--- src/rtl/sao_offset_emit.sv ---
// SAO offset syntax emitter: snapshots one component's offsets at start, then emits TYPE/ABS/SIGN/BAND|CLASS.
// First element is presented one cycle after start; one element per cycle while syn_ready is high, held stable on stall.
module sao_offset_emit #(
   parameter int offset_len    = 4,
   parameter int n_category    = 4,
   parameter int n_eo_type     = 4,
   parameter int n_category_bo = 32,
   parameter int n_offset      = 4
) (
   input  logic        clk,
   input  logic        arst_n,
   input  logic        rst_n,
   input  logic        start,
   input  logic [1:0]  cIdx,
   input  logic [1:0]  type_idx,
   input  logic [1:0]  eo_class,
   input  logic [4:0]  band_pos,
   input  logic signed [0:1][0:n_eo_type-1][0:n_category-1][offset_len-1:0] offset_eo,
   input  logic signed [0:1][0:n_category_bo-1][offset_len-1:0]             offset_bo,
   output logic        syn_valid,
   input  logic        syn_ready,
   output logic [2:0]  syn_kind,
   output logic [4:0]  syn_value,
   output logic        syn_last,
   output logic        busy,
   output logic        done
);

   typedef enum logic [2:0] {
      S_IDLE, S_TYPE, S_ABS, S_SIGN, S_BAND, S_CLASS, S_DONE
   } state_t;

   localparam int kw = (n_offset > 1) ? $clog2(n_offset) : 1;
   localparam logic [kw-1:0] K_LAST = kw'(n_offset - 1);
   localparam logic [1:0] T_OFF = 2'd0;
   localparam logic [1:0] T_BO  = 2'd1;
   localparam logic [1:0] T_EO  = 2'd2;
   localparam logic [2:0] K_TYPE  = 3'd0;
   localparam logic [2:0] K_ABS   = 3'd1;
   localparam logic [2:0] K_SIGN  = 3'd2;
   localparam logic [2:0] K_BAND  = 3'd3;
   localparam logic [2:0] K_CLASS = 3'd4;

   state_t                 state_q, state_d;
   logic [kw-1:0]          k_q, k_d;
   logic [1:0]             cidx_q, type_q, class_q;
   logic [4:0]             band_q;
   logic [offset_len-1:0]  off_q [n_offset];
   logic [offset_len-1:0]  snap  [n_offset];
   logic signed [offset_len:0] mag_v [n_offset];
   logic [2:0]             abs_v [n_offset];
   logic [n_offset-1:0]    sign_v, nz_v;
   logic [1:0]             type_n;
   logic                   accept;
   logic                   first_found, next_found;
   logic [kw-1:0]          first_idx, next_idx;

   assign type_n = (type_idx == 2'd3) ? T_OFF : type_idx;
   assign accept = (state_q == S_IDLE) && start;
   assign busy   = (state_q != S_IDLE);
   assign done   = (state_q == S_DONE);

   // BO bands wrap modulo 32 through the 5-bit index add
   always_comb begin
      for (int k = 0; k < n_offset; k++) begin
         if (type_n == T_BO) snap[k] = offset_bo[cIdx[1]][band_pos + 5'(k)];
         else                snap[k] = offset_eo[cIdx[1]][eo_class][kw'(k)];
      end
   end

   always_comb begin
      for (int k = 0; k < n_offset; k++) begin
         mag_v[k] = $signed({off_q[k][offset_len-1], off_q[k]});
         if (mag_v[k] < 0) mag_v[k] = -mag_v[k];
         abs_v[k]  = (mag_v[k] > $signed((offset_len+1)'(7))) ? 3'd7 : mag_v[k][2:0];
         sign_v[k] = off_q[k][offset_len-1];
         nz_v[k]   = (abs_v[k] != 3'd0);
      end
   end

   // Lowest nonzero-abs index overall and above k_q; lets SIGN skip zeros without idle cycles
   always_comb begin
      first_found = 1'b0;
      first_idx   = '0;
      next_found  = 1'b0;
      next_idx    = '0;
      for (int k = n_offset - 1; k >= 0; k--) begin
         if (nz_v[k]) begin
            first_found = 1'b1;
            first_idx   = kw'(k);
         end
         if (nz_v[k] && (k > int'(k_q))) begin
            next_found = 1'b1;
            next_idx   = kw'(k);
         end
      end
   end

   always_comb begin
      state_d   = state_q;
      k_d       = k_q;
      syn_valid = 1'b0;
      syn_kind  = 3'd0;
      syn_value = 5'd0;
      syn_last  = 1'b0;
      unique case (state_q)
         S_IDLE: begin
            if (start) begin
               k_d = '0;
               if (cIdx != 2'd2)         state_d = S_TYPE;
               else if (type_n == T_OFF) state_d = S_DONE;
               else                      state_d = S_ABS;
            end
         end
         S_TYPE: begin
            syn_valid = 1'b1;
            syn_kind  = K_TYPE;
            syn_value = {3'b000, type_q};
            syn_last  = (type_q == T_OFF);
            if (syn_ready) state_d = (type_q == T_OFF) ? S_DONE : S_ABS;
         end
         S_ABS: begin
            syn_valid = 1'b1;
            syn_kind  = K_ABS;
            syn_value = {2'b00, abs_v[k_q]};
            syn_last  = (type_q == T_EO) && (cidx_q == 2'd2) && (k_q == K_LAST);
            if (syn_ready) begin
               if (k_q != K_LAST) begin
                  k_d = k_q + kw'(1);
               end else if (type_q == T_BO) begin
                  if (first_found) begin
                     state_d = S_SIGN;
                     k_d     = first_idx;
                  end else begin
                     state_d = S_BAND;
                  end
               end else begin
                  state_d = (cidx_q != 2'd2) ? S_CLASS : S_DONE;
               end
            end
         end
         S_SIGN: begin
            syn_valid = 1'b1;
            syn_kind  = K_SIGN;
            syn_value = {4'b0000, sign_v[k_q]};
            if (syn_ready) begin
               if (next_found) k_d = next_idx;
               else            state_d = S_BAND;
            end
         end
         S_BAND: begin
            syn_valid = 1'b1;
            syn_kind  = K_BAND;
            syn_value = band_q;
            syn_last  = 1'b1;
            if (syn_ready) state_d = S_DONE;
         end
         S_CLASS: begin
            syn_valid = 1'b1;
            syn_kind  = K_CLASS;
            syn_value = {3'b000, class_q};
            syn_last  = 1'b1;
            if (syn_ready) state_d = S_DONE;
         end
         S_DONE:  state_d = S_IDLE;
         default: state_d = S_IDLE;
      endcase
   end

   always_ff @(posedge clk or negedge arst_n) begin
      if (!arst_n) begin
         state_q <= S_IDLE;
         k_q     <= '0;
         cidx_q  <= '0;
         type_q  <= '0;
         class_q <= '0;
         band_q  <= '0;
         for (int k = 0; k < n_offset; k++) off_q[k] <= '0;
      end else if (!rst_n) begin
         state_q <= S_IDLE;
         k_q     <= '0;
         cidx_q  <= '0;
         type_q  <= '0;
         class_q <= '0;
         band_q  <= '0;
         for (int k = 0; k < n_offset; k++) off_q[k] <= '0;
      end else begin
         state_q <= state_d;
         k_q     <= k_d;
         if (accept) begin
            cidx_q  <= cIdx;
            type_q  <= type_n;
            class_q <= eo_class;
            band_q  <= band_pos;
            for (int k = 0; k < n_offset; k++) off_q[k] <= snap[k];
         end
      end
   end

endmodule

--- config.mk ---
export PLATFORM = sky130hd
export DESIGN_NAME = sao_offset_emit
export DESIGN_NICKNAME = d
export VERILOG_FILES = /design/src/rtl/sao_offset_emit.sv
export SDC_FILE = /design/constraint.sdc
export NUM_CORES = 1
export LEC_CHECK = 0
export CORE_AREA = 2 2 160 162
export CTS_BUF_LIST = sky130_fd_sc_hd__clkbuf_2
export DETAILED_ROUTE_END_ITERATION = 8
export DIE_AREA = 0 0 162 164
export GPL_ROUTABILITY_DRIVEN = 0
export GPL_TIMING_DRIVEN = 1
export PLACE_DENSITY_LB_ADDON = 0.3
export SLEW_MARGIN = 5
export SYNTH_ARGS = -nofsm -noshare
export SYNTH_HDL_FRONTEND = slang
export SYNTH_SLANG_ARGS = --single-unit
--- constraint.sdc ---
create_clock -name clk -period 3.25 [get_ports clk]
set_input_delay 0.325 -clock clk [delete_from_list [all_inputs] [get_ports clk]]
set_output_delay 0.325 -clock clk [all_outputs]
set_load 0.05 [all_outputs]
==> run notes, run 1 <==
flow finished, numbers: outcome=finished clean, Area leader share=0.2894, Leak=4.965 nW, Peak Freq=0.3295 GHz, Setup-failing EPs final=0, synthesized area per cell=8.801 sq um, Pre-antenna DRT Iters=6, worst hold slack=0.3355 ns, flip-flops with a built-in enable=0, layout cells sized above 1=0.1724, post-synth top area cell=mux4_2, yosys stat cell total=1061, RSZ-0062 raised after global routing=no, Hold WC Path Type=primary input to async pin, initial DRC count=1383, Seq/Total Area, Yosys=0.08576, clk latency late pin=0.37 ns, Post-Syn Nets=1478, Worst Path Max Fanout=5, Tmin final=3.035 ns, CTS tree=yes, Distinct lib cells used=66, final setup TNS=0 ns, Pwr Total=3.677 mW, Slew Limit Headroom=0.2327, DIE AREA=0.02657 sq mm, OpenROAD warnings=98, first-pass GRT wire length=58820 um, Power Dens Cells=280.8 mW/mm^2, crit-path cells=inv_1 > ha_1 > a21oi_1 > a211o_1 > o311ai_0 > o211ai_1 > o21a_1 > a221oi_1 > buf_4, total of max-cap violations=0, Port Buffers=347, crit path kind=flop to output port, crit path launch type=flop, Final nets=1780, Hold Violations, Final=0, post-CTS resize count=0, Yosys Chip Area=0.009338 sq mm, Seq. cell area=800.8 sq um, Crit-path slowest cell=dfrtp_1, Tightest Pin Transition=1.149 ns, Placed Cells=1686, CTS HTree Levels=2, #FFs+latches synth=32, mapped cell area=0.009338 sq mm, number of global-route vias before repair=10.49k, Placed Area=0.01306 sq mm, buffers and inverters on the worst path=2, Post-Place Setup Slack=0.2780 ns, Max clock buf depth=2, CTS clk-pin slew, worst paths=0.19 ns, Worst Setup End Kind=output port, initial antenna violation count=1, Max IR drop VDD=0.2980 mV, floorplan utilization=0.3762
-- run 1: cells by family (layout without fill, tap and decap cells) --
kind of cell,after synthesis,in the layout,share of synthesized area
other cells,0,1,0
mux,255,255,0.4398
xor+xnor,12,12,0.01126
flops,32,32,0.08576
compound gates,278,278,0.2073
simple gates,337,337,0.1576
buf+inv,130,432,0.07557
fa+ha+maj,17,17,0.02278
-- run 1: cell usage in the layout (no fill, tap or decap), types with 9 or more instances in the layout --
master             n
a211oi_1          10
a21oi_1           50
a221oi_1           9
a22oi_1           27
a31oi_1           22
and2_1            12
and3_1            10
buf_4             50
clkdlybuf4s50_1  340
dfrtp_1           32
ha_1              16
inv_1             25
mux2_2            42
mux2i_1           93
mux4_2           120
nand2_1          157
nand3_1           19
nand4_1           14
nor2_1            83
nor3_1            17
o211ai_1          21
o21ai_0           37
o22ai_1           17
o311ai_0           9
-- run 1: worst reg2reg max path, stage by stage, from the launching register on --
cell	delay (ns)
dfrtp_1	0.50
inv_1	0.11
ha_1	0.16
inv_1	0.06
or3_1	0.35
a311oi_2	0.48
a41oi_1	0.25
o21ai_1	0.28
nor2_1	0.10
o31ai_1	0.21
-- run 1: per-layer routing --
metal	share of wire	vias to the layer above	global-route usage
met2	0.50	587	0.4865
met1	0.39	5165	0.3675
met3	0.081	83	0.03914
li1	-	4788	-
met5	0	-	0
met4	0.031	0	0.09252
-- run 1: final timing paths --
kind                                endpoint       from  cells past startpoint  slack, ns
worst max-delay path            syn_value[1]   off_q[0]                      9       0.22
worst min-delay path                  k_q[0]     arst_n                      2       0.34
worst max register to register        k_q[0]   off_q[0]                      9       0.66
worst min register to register     band_q[1]  band_q[1]                      2       0.51
max in group asynchronous         class_q[0]     arst_n                      2       2.55
min in group clk                   band_q[1]  band_q[1]                      2       0.51
-- run 1: state kept, by name, indices dropped and copies added, names as in the netlist --
name,cells
type_q,2
class_q,2
band_q,5
cidx_q,2
off_q,16
state_q,3
k_q,2
-- run 1: report_power, final --
| part | total (mW) | switching [mW] | internal, mW |
|---|---|---|---|
| Clock | 0.190 | 0.145 | 0.0445 |
| Sequential | 0.665 | 0.176 | 0.489 |
| Combinational | 2.82 | 1.47 | 1.35 |
-- run 1: cell type report --
cell class,instances,share of cell area
clock inverter,2,0.0005732
timing repair buffer,396,0.2961
sequential,32,0.06114
inverter,29,0.008311
clock buffer,5,0.001911
multi-input combinational,899,0.6002
antenna,1,0.0001911
tap,330,0.03152
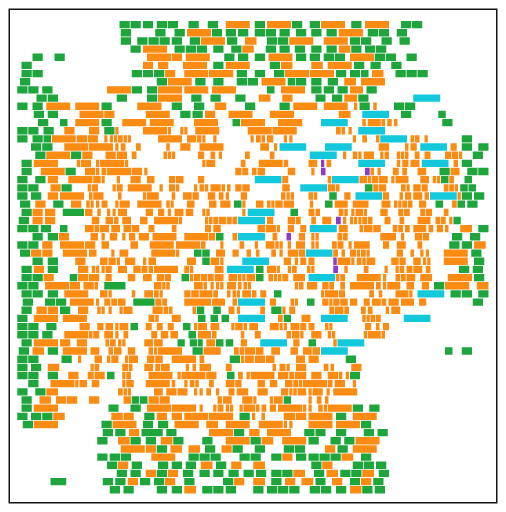
Figure 1: run 1, cells colored by class.
(3 px per um)
purple -> clock drivers and dummy loads  # cells 7, share of their area 0.26%
cyan -> flops  # cells 32, share of their area 6.3%
orange -> all other logic  # cells 928, share of their area 63%
green -> other buffers and delay cells  # cells 396, share of their area 31%
FP Rows: 58
Seq/total area: 0.06114
design area: 0.01310 sq mm

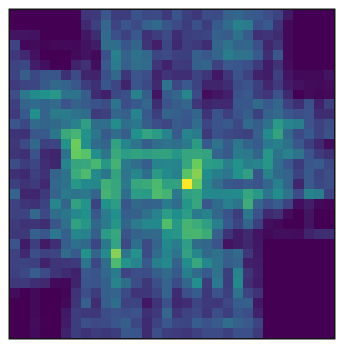
Figure 2: run 1, wiring heat map.
(2 px per um) 32 x 33 tiles, from dark purple (low) to yellow (high), scaled to the fullest tile. Values are wire area over tile area, all layers added.
emptiest ninth of the die = south-east
tiles over half the peak = 9.5%
nearly empty tiles = 14%
mean over tiles = 0.24
via count: 10.62k
GRT Overall Usage: 0.2827
routed len/inst: 22.83 um
final wirelength: 38670 um

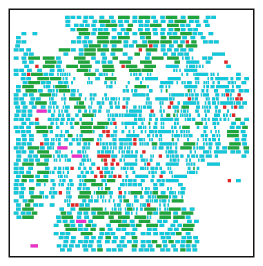
Figure 3: run 1, cell sizes after repair.
(1.5 px per um)
cyan -> drive 1 or less  # cells 1128, most used clkdlybuf4s50_1
green -> drive 2  # cells 179, most used mux4_2
red -> drive 3 to 4  # cells 51, most used buf_4
magenta -> drive 6 and up  # cells 5, most used buf_12
P&R area growth vs syn: 40.27%
post-route setup slack: 0.2153 ns

==> run 2: changes to the inputs <==
Settings changed: MAX_ROUTING_LAYER set to met4.
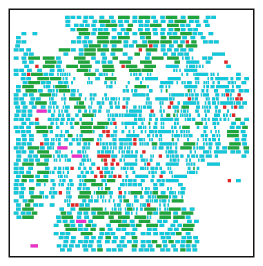
Figure 4: run 2, cell sizes after repair.
(1.5 px per um)
green -> drive 2  # cells 179, most used mux4_2
red -> drive 3 to 4  # cells 51, most used buf_4
cyan -> drive 1 or less  # cells 1128, most used clkdlybuf4s50_1
magenta -> drive 6 and up  # cells 5, most used buf_12
post-route setup slack: 0.2037 ns
Non-CTS buffers: 396

==> run notes, run 2 <==
flow finished, numbers: final setup TNS=0 ns (unchanged), buffers and inverters on the worst path=2 (unchanged), GRT Overall Usage=0.2903 (+0.007614), CTS HTree Levels=2 (unchanged), outcome=finished clean, Final nets=1780 (unchanged), most instantiated logic cells after routing=340 x clkdlybuf4s50_1, 157 x nand2_1, 120 x mux4_2, Setup-failing EPs final=0 (unchanged), Placed Cells=1686 (unchanged), Power Dens Cells=280.3 mW/mm^2 (-0.16%), Max clock buf depth=2 (unchanged), FP Rows=58 (unchanged), Yosys Chip Area=0.009338 sq mm (unchanged), first-pass GRT wire length=58590 um (-0.39%), most numerous logic cell after layout=clkdlybuf4s50_1, #FFs+latches synth=32 (unchanged), crit path kind=flop to output port, Tmin final=3.046 ns (+0.01156 ns), total of max-cap violations=0 (unchanged), Placed Area=0.01306 sq mm (unchanged), Area leader share=0.2894 (unchanged), layout cells sized above 1=0.1724 (unchanged), initial antenna violation count=1 (unchanged), max reg flops=16 (unchanged), mapped cell area=0.009338 sq mm (unchanged), Worst Path Max Fanout=5 (unchanged), CTS tree=yes, initial DRC count=1226 (-11%), Pre-antenna DRT Iters=8 (+2), Hold WC Path Type=primary input to async pin, FF-to-FF setup slack=0.66 ns (about the same), yosys stat cell total=1061 (unchanged), Port Buffers=347 (unchanged), Tightest Pin Transition=1.146 ns (-0.002383 ns), crit path launch type=flop, Leak=4.965 nW (unchanged), Peak Freq=0.3283 GHz (-0.38%), post-synth top area cell=mux4_2, Max IR drop VDD=0.2985 mV (+0.19%), Seq. cell area=800.8 sq um (unchanged)
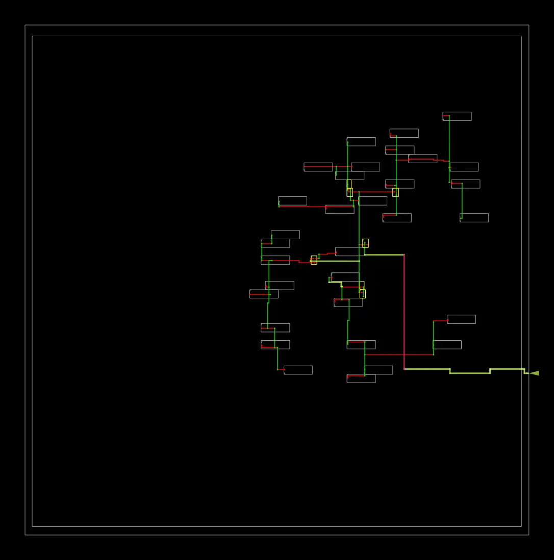
Figure 5: run 2, the clock network.
Clk power: 0.187 mW
CLK BUF: 5
Inserted Clock Buffers: 5
registers: 32

run 2: cell families (layout without fill, tap and decap cells):
kind of cell	Yosys count	count (layout)	share of synthesized area
and+or+nand+nor	337	337	0.1576
AOI/OAI and AO/OA	278	278	0.2073
muxes	255	255	0.4398
buffers and inverters	130	432	0.07557
DFF	32	32	0.08576
adders and majority gates	17	17	0.02278
xor gates and xnor gates	12	12	0.01126
other	0	1	0
run 2: final timing paths:
kind / startpoint / end / cells after the start
hold / removal: arst_n / k_q[0] / 2
min in group clk: band_q[1] / band_q[1] / 2
hold reg to reg: band_q[1] / band_q[1] / 2
setup reg to reg: off_q[0] / k_q[0] / 9
max in group asynchronous: arst_n / band_q[1] / 2
setup / recovery: off_q[0] / syn_value[1] / 9
run 2: repair_timing:
item,4_1_cts,5_1_grt
hold buffers,0,0
resized,0,2
endpoints found under the setup margin,0,1
buffers inserted,0,0
run 2: cell type report:
class / count / area share
Multi-Input combinational cell: 899 / 0.6002
Timing Repair Buffer: 396 / 0.2961
Sequential cell: 32 / 0.06114
Tap cell: 330 / 0.03152
Inverter: 29 / 0.008311
Clock buffer: 5 / 0.001911
Clock inverter: 2 / 0.0005732
Antenna cell: 1 / 0.0001911
run 2: per-layer routing:
metal | vias up | wire (um) | GRT usage
met3 | 95 | 3140 | 0.03384
met2 | 636 | 19310 | 0.4861
li1 | 4781 | - | -
met5 | - | 0 | -
met1 | 5108 | 14890 | 0.3685
met4 | 0 | 1270 | 0.09413
run 2: worst register-to-register path, delay by kind of cell, from the launching register on:
| family | cells | cell delay (ns) |
|---|---|---|
| and+or+nand+nor | 2 | 0.45 |
| AOI/OAI and AO/OA | 4 | 1.24 |
| adders and majority gates | 1 | 0.16 |
| buffers and inverters | 2 | 0.17 |
| DFF | 1 | 0.50 |
run 2: per-stage QoR:
stage | utilization | total power, mW | setup WS (ns) | hold slack (ns)
global placement | 0.5261 | 3.388 | 0.3064 | 0.4638
detailed placement | 0.5261 | 3.432 | 0.2780 | 0.4745
CTS | 0.5274 | 3.630 | 0.2596 | 0.3555
floorplan | - | 2.372 | 0.01764 | 0.02941
finish | 0.5277 | 3.671 | 0.2037 | 0.3435
global route | 0.5277 | 3.941 | 0.08197 | 0.3679
run 2: power by group:
group          switching, mW  internal [mW]  leakage (nW)  total, mW
logic                   1.47           1.35          4.51       2.82
clock network          0.142         0.0445        0.0239      0.187
registers              0.175          0.489         0.428      0.664
total                   1.79           1.88          4.97       3.67
==> run 3: changes to the inputs <==
Settings changed: ABC_CLOCK_PERIOD_IN_PS set to 3250.
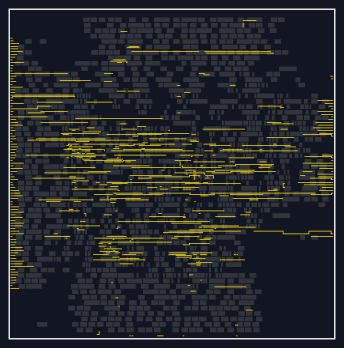
Figure 6: run 3, metal 3.
(2 px per um)
main direction = horizontal
nets with wire on the layer = 304
share of all routed wire = 8.1%
wire length on this layer = 3140 um
via count: 10.62k
GRT met3 Usage: 0.03384
final wirelength: 38600 um

==> run notes, run 3 <==
flow finished, numbers: outcome=finished clean, Yosys Chip Area=0.009338 sq mm (unchanged), Clk network pwr share=0.051 (about the same), Placed Cells=1686 (unchanged), worst reg-to-reg path cell count=9 (unchanged), #FFs+latches synth=32 (unchanged), Peak Freq=0.3283 GHz (unchanged), most instantiated logic cells after routing=340 x clkdlybuf4s50_1, 157 x nand2_1, 120 x mux4_2, mapped cell area=0.009338 sq mm (unchanged), Inserted Clock Buffers=5 (unchanged), Setup-failing EPs final=0 (unchanged), Top reg by flops=off_q, startpoint of the worst-slack reg-to-reg timing path=off_q[0], most numerous logic cell after layout=clkdlybuf4s50_1, initial antenna violation count=1 (unchanged), ys flop type=dfrtp_1, Critical R2R Capture=k_q[0], Leak=4.965 nW (unchanged), Pre-antenna DRT Iters=8 (unchanged), first-pass GRT wire length=58590 um (unchanged), Hold WC Path Type=primary input to async pin, FF-to-FF setup slack=0.66 ns (about the same), number of global-route vias before repair=10.54k, Net Sw Frac=0.4867 (unchanged), worst hold slack=0.3435 ns (unchanged), RSZ-0062 raised after global routing=no, Tmin final=3.046 ns (unchanged), buffers and inverters on the worst path=2 (unchanged), Pwr Total=3.671 mW (unchanged), Max IR drop VDD=0.2985 mV (unchanged), Synth async-reset ratio=1.000, Distinct lib cells used=66, yosys stat cell total=1061 (unchanged), Port Buffers=347 (unchanged), FP Rows=58 (unchanged), CTS tree=yes, Worst Path Max Fanout=5 (unchanged), initial DRC count=1226 (unchanged), Post-synth area hogs=mux4_2 29%, mux2i_1 10%, dfrtp_1 8.6%, Power Internal=1.884 mW (unchanged), max reg flops=16 (unchanged), CTS HTree Levels=2 (unchanged), Power Dens Cells=280.3 mW/mm^2 (unchanged), CTS Hold Bufs=0 (unchanged), clk latency late pin=0.36 ns, Post-synth top cells=157 x nand2_1, 120 x mux4_2, 93 x mux2i_1, Area leader share=0.2894 (unchanged), total of max-cap violations=0 (unchanged), Post-Place Setup Slack=0.2780 ns (unchanged), P_sw=1.787 mW (unchanged), synth warn=0, crit path launch type=flop, Combinational Power Share=0.768 (about the same), post-synth top area cell=mux4_2, Max clock buf depth=2 (unchanged), Final nets=1780 (unchanged), Tightest Pin Transition=1.146 ns (unchanged), layout cells sized above 1=0.1724 (unchanged), post-route setup slack=0.2037 ns (unchanged), CTS clk-pin slew, worst paths=0.18 ns, final setup TNS=0 ns (unchanged), Seq pwr share=0.181 (about the same), Req. time, crit path=2.92 ns, crit path kind=flop to output port
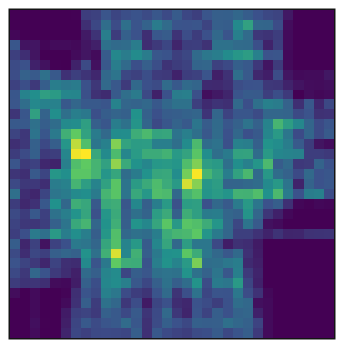
Figure 7: run 3, wiring heat map.
(2 px per um) 32 x 33 tiles, from dark purple (low) to yellow (high), scaled to the fullest tile. Values are wire area over tile area, all layers added.
mean over tiles = 0.24
tiles over half the peak = 15%
emptiest ninth of the die = south-east
densest ninth of the die = center
fullest tile = 0.86
routed len/inst: 22.79 um
GRT Overall Usage: 0.2903

run 3: cell counts after synthesis:
Identical to the previous run, type by type.
run 3: stage by stage:
stage	instance area [sq um]	utilization
floorplan	9341	-
global placement	13060	0.5261
detailed placement	13060	0.5261
CTS	13090	0.5274
global route	13100	0.5277
finish	13100	0.5277
run 3: logic make-up (layout without fill, tap and decap cells):
logic type / Yosys count / after routing / synth area share
mux: 255 / 255 / 0.4398
other cells: 0 / 1 / 0
flops: 32 / 32 / 0.08576
xor+xnor: 12 / 12 / 0.01126
simple gates: 337 / 337 / 0.1576
compound gates: 278 / 278 / 0.2073
buf+inv: 130 / 432 / 0.07557
fa+ha+maj: 17 / 17 / 0.02278
run 3: cell type report:
| cell class | count | area (sq um) |
|---|---|---|
| multi-input cells | 899 | 7861 |
| clock buffers | 5 | 25.02 |
| flip-flops and latches | 32 | 800.8 |
| repair buffers | 396 | 3879 |
| well taps | 330 | 412.9 |
| inverters | 29 | 108.9 |
| fillers | 2349 | 11720 |
| diodes | 1 | 2.502 |
| clock inverters | 2 | 7.507 |
run 3: worst max path at each step:
stage / start / endpoint / slack (ns) / cells after the start
6_report: off_q[0] / syn_value[1] / 0.20 / 9
5_1_grt: off_q[0] / syn_value[1] / 0.08 / 9
4_1_cts: off_q[0] / syn_value[1] / 0.26 / 9
3_5_place_dp: band_pos[2] / off_q[14] / 0.28 / 8
3_3_place_gp: band_pos[2] / off_q[13] / 0.31 / 8
2_1_floorplan: band_pos[0] / off_q[8] / 0.02 / 14
run 3: what timing repair did:
action / CTS / global route
endpoints found under the hold margin: 0 / 0
setup endpoints to repair: 0 / 1
buffers inserted: 0 / 0
resized: 0 / 2
run 3: power by group through the flow:
stage | sequential, mW | clock (mW) | combinational, mW
3_5_place_dp | 0.667 | 0 | 2.77
3_3_place_gp | 0.661 | 0 | 2.73
6_report | 0.664 | 0.187 | 2.82
5_1_grt | 0.683 | 0.212 | 3.05
2_1_floorplan | 0.571 | 0 | 1.80
4_1_cts | 0.658 | 0.193 | 2.78
run 3: routing by layer:
metal	global-route usage	vias up	wire length (um)
met5	-	-	0
met4	0.09413	0	1270
met3	0.03384	95	3140
met2	0.4861	636	19310
met1	0.3685	5108	14890
li1	-	4781	-
Power figures rest on the tool's default switching activity, not on a simulated workload.
